==> config.mk <==
export PLATFORM = sky130hd
export DESIGN_NAME = updown_counter
export DESIGN_NICKNAME = d
export VERILOG_FILES = /design/src/rtl/updown_counter.sv
export SDC_FILE = /design/constraint.sdc
export NUM_CORES = 1
export LEC_CHECK = 0
export ABC_AREA = 1
export CORE_AREA = 2 2 39 41
export DETAILED_ROUTE_END_ITERATION = 10
export DIE_AREA = 0 0 41 43
export SLEW_MARGIN = 30
export SYNTH_ARGS = -nofsm -noshare
export SYNTH_HDL_FRONTEND = slang
export SYNTH_SLANG_ARGS = --single-unit
export TNS_END_PERCENT = 100
==> constraint.sdc <==
create_clock -name clk -period 3.2 [get_ports clk]
set_input_delay 0.64 -clock clk [delete_from_list [all_inputs] [get_ports clk]]
set_output_delay 0.64 -clock clk [all_outputs]
set_load 0.01 [all_outputs]
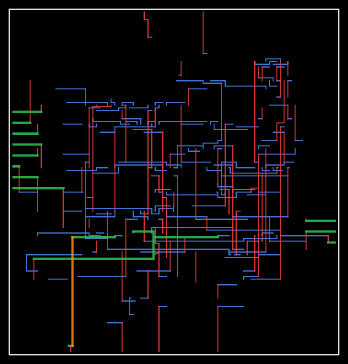
(run_1/wires.png)
Drawn at 8 px/um.
[metal 1] blue | wire length: 433 um
[metal 4] orange | wire length: 13.6 um
[metal 2] red | wire length: 406 um
[metal 3] green | wire length: 67.2 um
Vias: 442
routed len/inst: 8.837 um
Total Routing Usage GR: 13.23%
final WL: 919 um

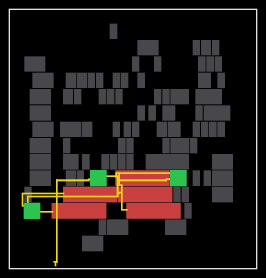
(run_1/clk_routes.png)
Drawn at 6 px/um.
[flip-flops] red | count: 5
[clock wires] yellow | length: 85.6 um
[clock drivers] green | count: 3
routed clock nets: 4
clk pwr: 0.0726 mW
clock power share: 30.4%

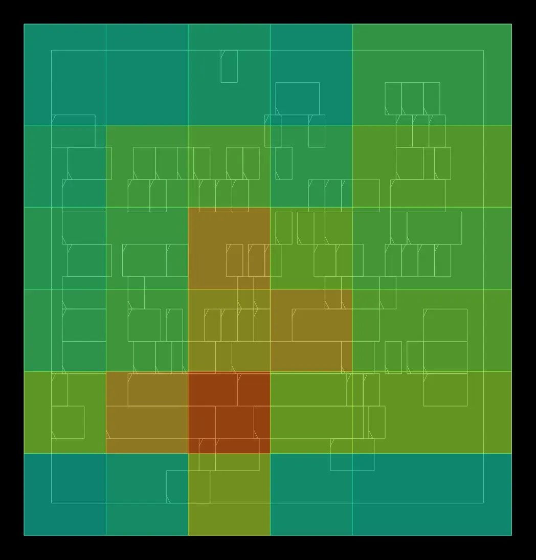
(run_1/congestion.png)
met3 Resource Use GR: 6.283%
met2 Use GR: 19.38%

==> Changelog: implementation, run 1 <==
### Physical design

* Number of enable flip-flop cells at 0
* I/O Buffers at 15
* Post-route worst setup slack at 390.4 ps
* Final nets at 102
* Largest net degree at the start of global routing at 7
* DP Worst Slack at around 400 ps
* I/O pin count at 17
* Sequential area share after synthesis at approximately 28%
* Inserted Clock Buffers at 3
* Yosys cell count at roughly 70
* Internal power at between 0.15 and 0.2 mW
* N_diodes at 0
* Area leader, netlist: dfrtp_1
* H-tree depth at 1
* Flop share of the area at 19.80%
* Chip area line of the yosys report at 442.9 sq um
* Power per Cell Area at 378.7 nW/um^2
* Hold WS at slightly below 600 ps
* Sum Neg Setup Slack at 0 ps
* Placer Congestion at 0.7444
* Reg2Reg Depth at 8
* Clock buffer depth at 2
* Initial antenna violation count at 0
* Crit path depth at 6
* DP HPWL at 724.9 um
* Main synth FF type: dfrtp_1
* Multi-input logic portion of the cell area at 43.76%
* Post-Syn Area at about 440 sq um
* Core footprint at 1384 sq um
* Chip Height at 43 um
* Leakage at roughly 0.34 nW
* Clock network contribution to total cell area at 4.158%
* Ratio of cells with drive above 1 in the final layout at 10.23%
* Worst setup SP type: input pin
* Reg2reg setup slack at 1650 ps
* CP delay by family, top: buffers and inverters
* Final Cell Area at 631.9 sq um
* GRT overflow at 0
* Synth flops at 5
* HP Class: flip-flop to flip-flop
* Full die area at approximately 1800 sq um
* Logic area at 276.5 sq um
* Switching Share at 33.03%
* Fin util at between 40% and 50%
* # Taps at 16
* Sequential power at 0.0777 mW
* Data arrival, critical path at 2170 ps
* Final Max Tran Viols at 0
* Bufs and invs on worst path at 3
* Top cells by area: dfrtp_1 (28%), nand2_1 (28%), nand3_1 (6.8%)
* Layout buffer count excluding clock buffers at 15
* Max cap viols at 0
* Yosys cell types at 17
* Flop pwr share at 32.5%
* Fin Clk Skew at between 3 and 4 ps
* First-pass GRT wire length at 1531 um
* Crit Path Class: input pin to output port
* Drt via density at about 4.3
* Crit path max fanout at 5
* Clk slew on worst S/H paths at 40 ps
* Buffering overhead at 23.76%
* Resized Gates After CTS at 0
* Flop area at roughly 130 sq um
* Total power at 0.2393 mW
* Minimum clock period at about 2800 ps
* Postcts setup bufs at 0
* Comb pwr share at approximately 37%
* Comb gates at 55
* Clock Sinks at 5
* Synth top cells by count: nand2_1 (33), inv_1 (7), nand3_1 (6)
* Final non-filler cell total at about 100
* Post-CTS Hold Buffers at 0
* Max FFs per register at 4
* Area grow syn2layout at 42.66%
* Flops at 5
* Largest class: logic gates
* Clock root cell: clkbuf_4
* Pre-antenna DRT Iters at 4
* Cell total after placement at around 100
* Fin crit share at 87.80%
* RSZ-0062 raised after global routing: false
* YS warnings at 0
* NetSw at 0.07902 mW
* Late-Pin Clk Latency at 240 ps
* Worst path slowest cell: clkdlybuf4s50_1
* FFs w/ async S/R, synth at 100.0%
* Number of fill cells at 156
* Combinational power at around 0.09 mW
* WP data required at 2560 ps
* Area share, top type at 28.25%
* Crit path largest cell delay at 590 ps
* Worst hold path cell count at 2
* # DRC at 0
* Crit-path cells: clkdlybuf4s50_1, nand2_2, o21ai_2, nand2_2, inv_1, clkdlybuf4s50_1
* Cells after Synth at 70
* Worst vdd ir at 329.1 uV
* Placed Area at 605.6 sq um
* Most common cell in the netlist: nand2_1
* Synthesized Nets at ~83
* Outcome: finished clean
* Signal inverters at 9
* Vias in the first global route at 395
* Final ANT Viol Nets at 0
* Worst setup EP type: output port
* Peak Freq at 355.9 MHz
* Clock buffers at 4
* Tool warnings at 26
* Final tally of setup violations at 0
* Final Hold Fails at 0
* First DRT Iteration DRCs at 5
* Row count at 14
* Core Util at FP at 32.01%
* Clock tree from TritonCTS: built
* Syn avg cell area at 6.328 sq um
* Biggest consumer: combinational cells
-- run 1: placed cells by master (no fill, tap or decap), drive strengths merged, types with 2 or more instances in the layout --
master and n:
clkbuf 4, nor2 4, o21ai 2, clkdlybuf4s50 15
nand3 6, ha 2, dfrtp 5, inv 9
nand2 35
-- run 1: cells by family (layout without fill, tap and decap cells) --
kind of cell	count (synthesis)	in the layout	synth area share, %
flops	5	5	28.25
other cells	1	1	0.8466
simple gates	47	47	44.63
fa+ha+maj	3	3	10.17
compound gates	3	3	4.802
buf+inv	10	28	9.324
xor+xnor	1	1	1.978
-- run 1: metal layers --
layer | global-route usage [%] | wire length [um]
met5 | 0 | 0
met4 | 6.000 | 13
met3 | 6.283 | 67
met2 | 19.38 | 405
met1 | 15.74 | 433
==> run 2: changes to the inputs <==
--- a/config.mk
+++ b/config.mk
@@ -9,6 +9,7 @@
 export CORE_AREA = 2 2 39 41
 export DETAILED_ROUTE_END_ITERATION = 10
 export DIE_AREA = 0 0 41 43
+export PLACE_DENSITY = 0.69
 export SLEW_MARGIN = 30
 export SYNTH_ARGS = -nofsm -noshare
 export SYNTH_HDL_FRONTEND = slang
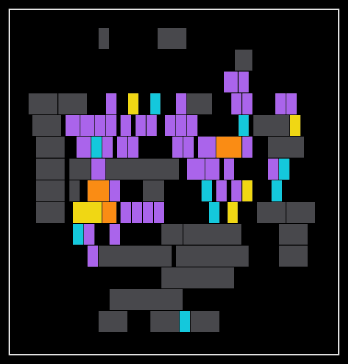
(run_2/logic_types.png)
Drawn at 8 px/um.
[inv cells] cyan | cells: 9 | most used: inv_1
[nor cells] yellow | cells: 5 | most used: nor2_1
[aoi and oai cells] orange | cells: 3
[nand cells] purple | cells: 41 | most used: nand2_1
final non-filler cell total: 104
multi-input logic portion of the cell area: 43.76%
most numerous logic cell after layout: nand2_1

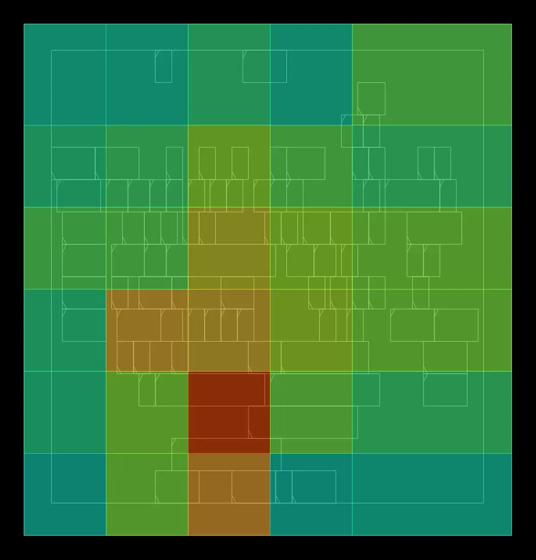
(run_2/congestion.png)
met1 global-route usage: 14.19%
routed len/inst: 8.913 um
met3 Resource Use GR: 3.141%
met2 Use GR: 20.63%
Total Routing Usage GR: 12.55%

==> run 2 against run 1 <==
Synthesized cell count did not move. Die area unchanged. Hold slack better by 11 ps. Utilization unchanged. Count of clock-buffer cells in the layout stayed put. Total power grew 0.46%. Final cell count unchanged. Sequential power is essentially flat. Sequential cell count did not move. Fmax grew 0.26%. Setup slack better by 7.2 ps. First-iteration DRC count is 40% higher. Critical path type unchanged.
==> Changelog: implementation, run 2 <==
### Physical design

* Outcome: finished clean
* WP data required at 2560 ps
* Clk slew on worst S/H paths at 50 ps
* CP delay by family, top: buffers and inverters
* Post-Syn Area at about 440 sq um
* Resized Gates After CTS at 0
* Postcts setup bufs at 0
* Chip area line of the yosys report at 442.9 sq um
* Clock tree from TritonCTS: built
* Crit path largest cell delay at about 580 ps
* Core footprint at 1384 sq um
* DP HPWL at 784.1 um
* Crit path depth at 6
* Internal power at ~0.16 mW
* Synth top cells by count: nand2_1 (33), inv_1 (7), nand3_1 (6)
* GRT overflow at 0
* Yosys cell types at 17
* Flops at 5
* Layout buffer count excluding clock buffers at 15
* Inserted Clock Buffers at 3
* Reg2Reg Depth at 8
* Routed wl met2 at 466 um
* Syn avg cell area at about 6.3 sq um
* Clock network contribution to total cell area at 4.158%
* Worst vdd ir at between 200 and 300 uV
* Number of enable flip-flop cells at 0
* I/O Buffers at 15
* Final Hold Fails at 0
* Synth flops at 5
* Most common logic cells in the final layout: nand2_1 (33), clkdlybuf4s50_1 (15), inv_1 (7)
* Wl on met1 at 390 um
* Peak Freq at between 300 and 400 MHz
* Minimum clock period at 2802 ps
* Sum Neg Setup Slack at 0 ps
* Clk pwr at 0.0731 mW
* Sequential area share after synthesis at 28.25%
* Logic area at 276.5 sq um
* Largest class: logic gates
* DR top layer: met4
* Core Util at FP at 32.01%
* Flop share of the area at about 20%
* YS warnings at 0
* Vias at 471
* Clock root cell: clkbuf_4
* Comb gates at roughly 55
* Final tally of setup violations at 0
* Clock power share at 30.4%
* # Taps at 16
* Clock Sinks at 5
* Crit-path cells: clkdlybuf4s50_1, nand2_2, o21ai_2, nand2_2, inv_1, clkdlybuf4s50_1
* Most common cell in the netlist: nand2_1
* Max cap viols at 0
* Leakage at 0.3359 nW
* Met3 routed WL at 57 um
* Max FFs per register at 4
* Tool warnings at 26
* Final Max Tran Viols at 0
* Placer Congestion at roughly 0.79
* RSZ-0062 raised after global routing: false
* Fin Clk Skew at 3.665 ps
* Crit Path Class: input pin to output port
* Top cells by area: dfrtp_1 (28%), nand2_1 (28%), nand3_1 (6.8%)
* Signal inverters at 9
* Area share, top type at 28.25%
* FFs w/ async S/R, synth at 100.0%
* Flop pwr share at between 30% and 40%
* First DRT Iteration DRCs at 7
* Late-Pin Clk Latency at 240 ps
* Clock buffers at 4
* H-tree depth at 1
[run 2: cells by family after synthesis]
logic type,share of synthesized area (%)
xor+xnor,1.978
buf+inv,9.324
flops,28.25
fa+ha+maj,10.17
compound gates,4.802
other cells,0.8466
simple gates,44.63
[run 2: through the flow]
stage          hold slack (ps)  instance area, sq um  total power [mW]  setup slack, ps
2_1_floorplan            418.5                 442.9            0.1306             1536
3_3_place_gp             575.3                 605.6            0.1672            414.9
3_5_place_dp             594.3                 605.6            0.1691            391.0
4_1_cts                  597.5                 631.9            0.2425            391.8
5_1_grt                  601.4                 631.9            0.2624            322.3
6_report                 591.1                 631.9            0.2404            397.6
[run 2: routing by layer]
layer / track usage [%] / vias to the layer above
met4: 6.000 / 0
li1: - / 248
met2: 20.63 / 15
met5: 0 / -
met3: 3.141 / 2
met1: 14.19 / 206
Power is estimated from default activity; no workload was simulated.
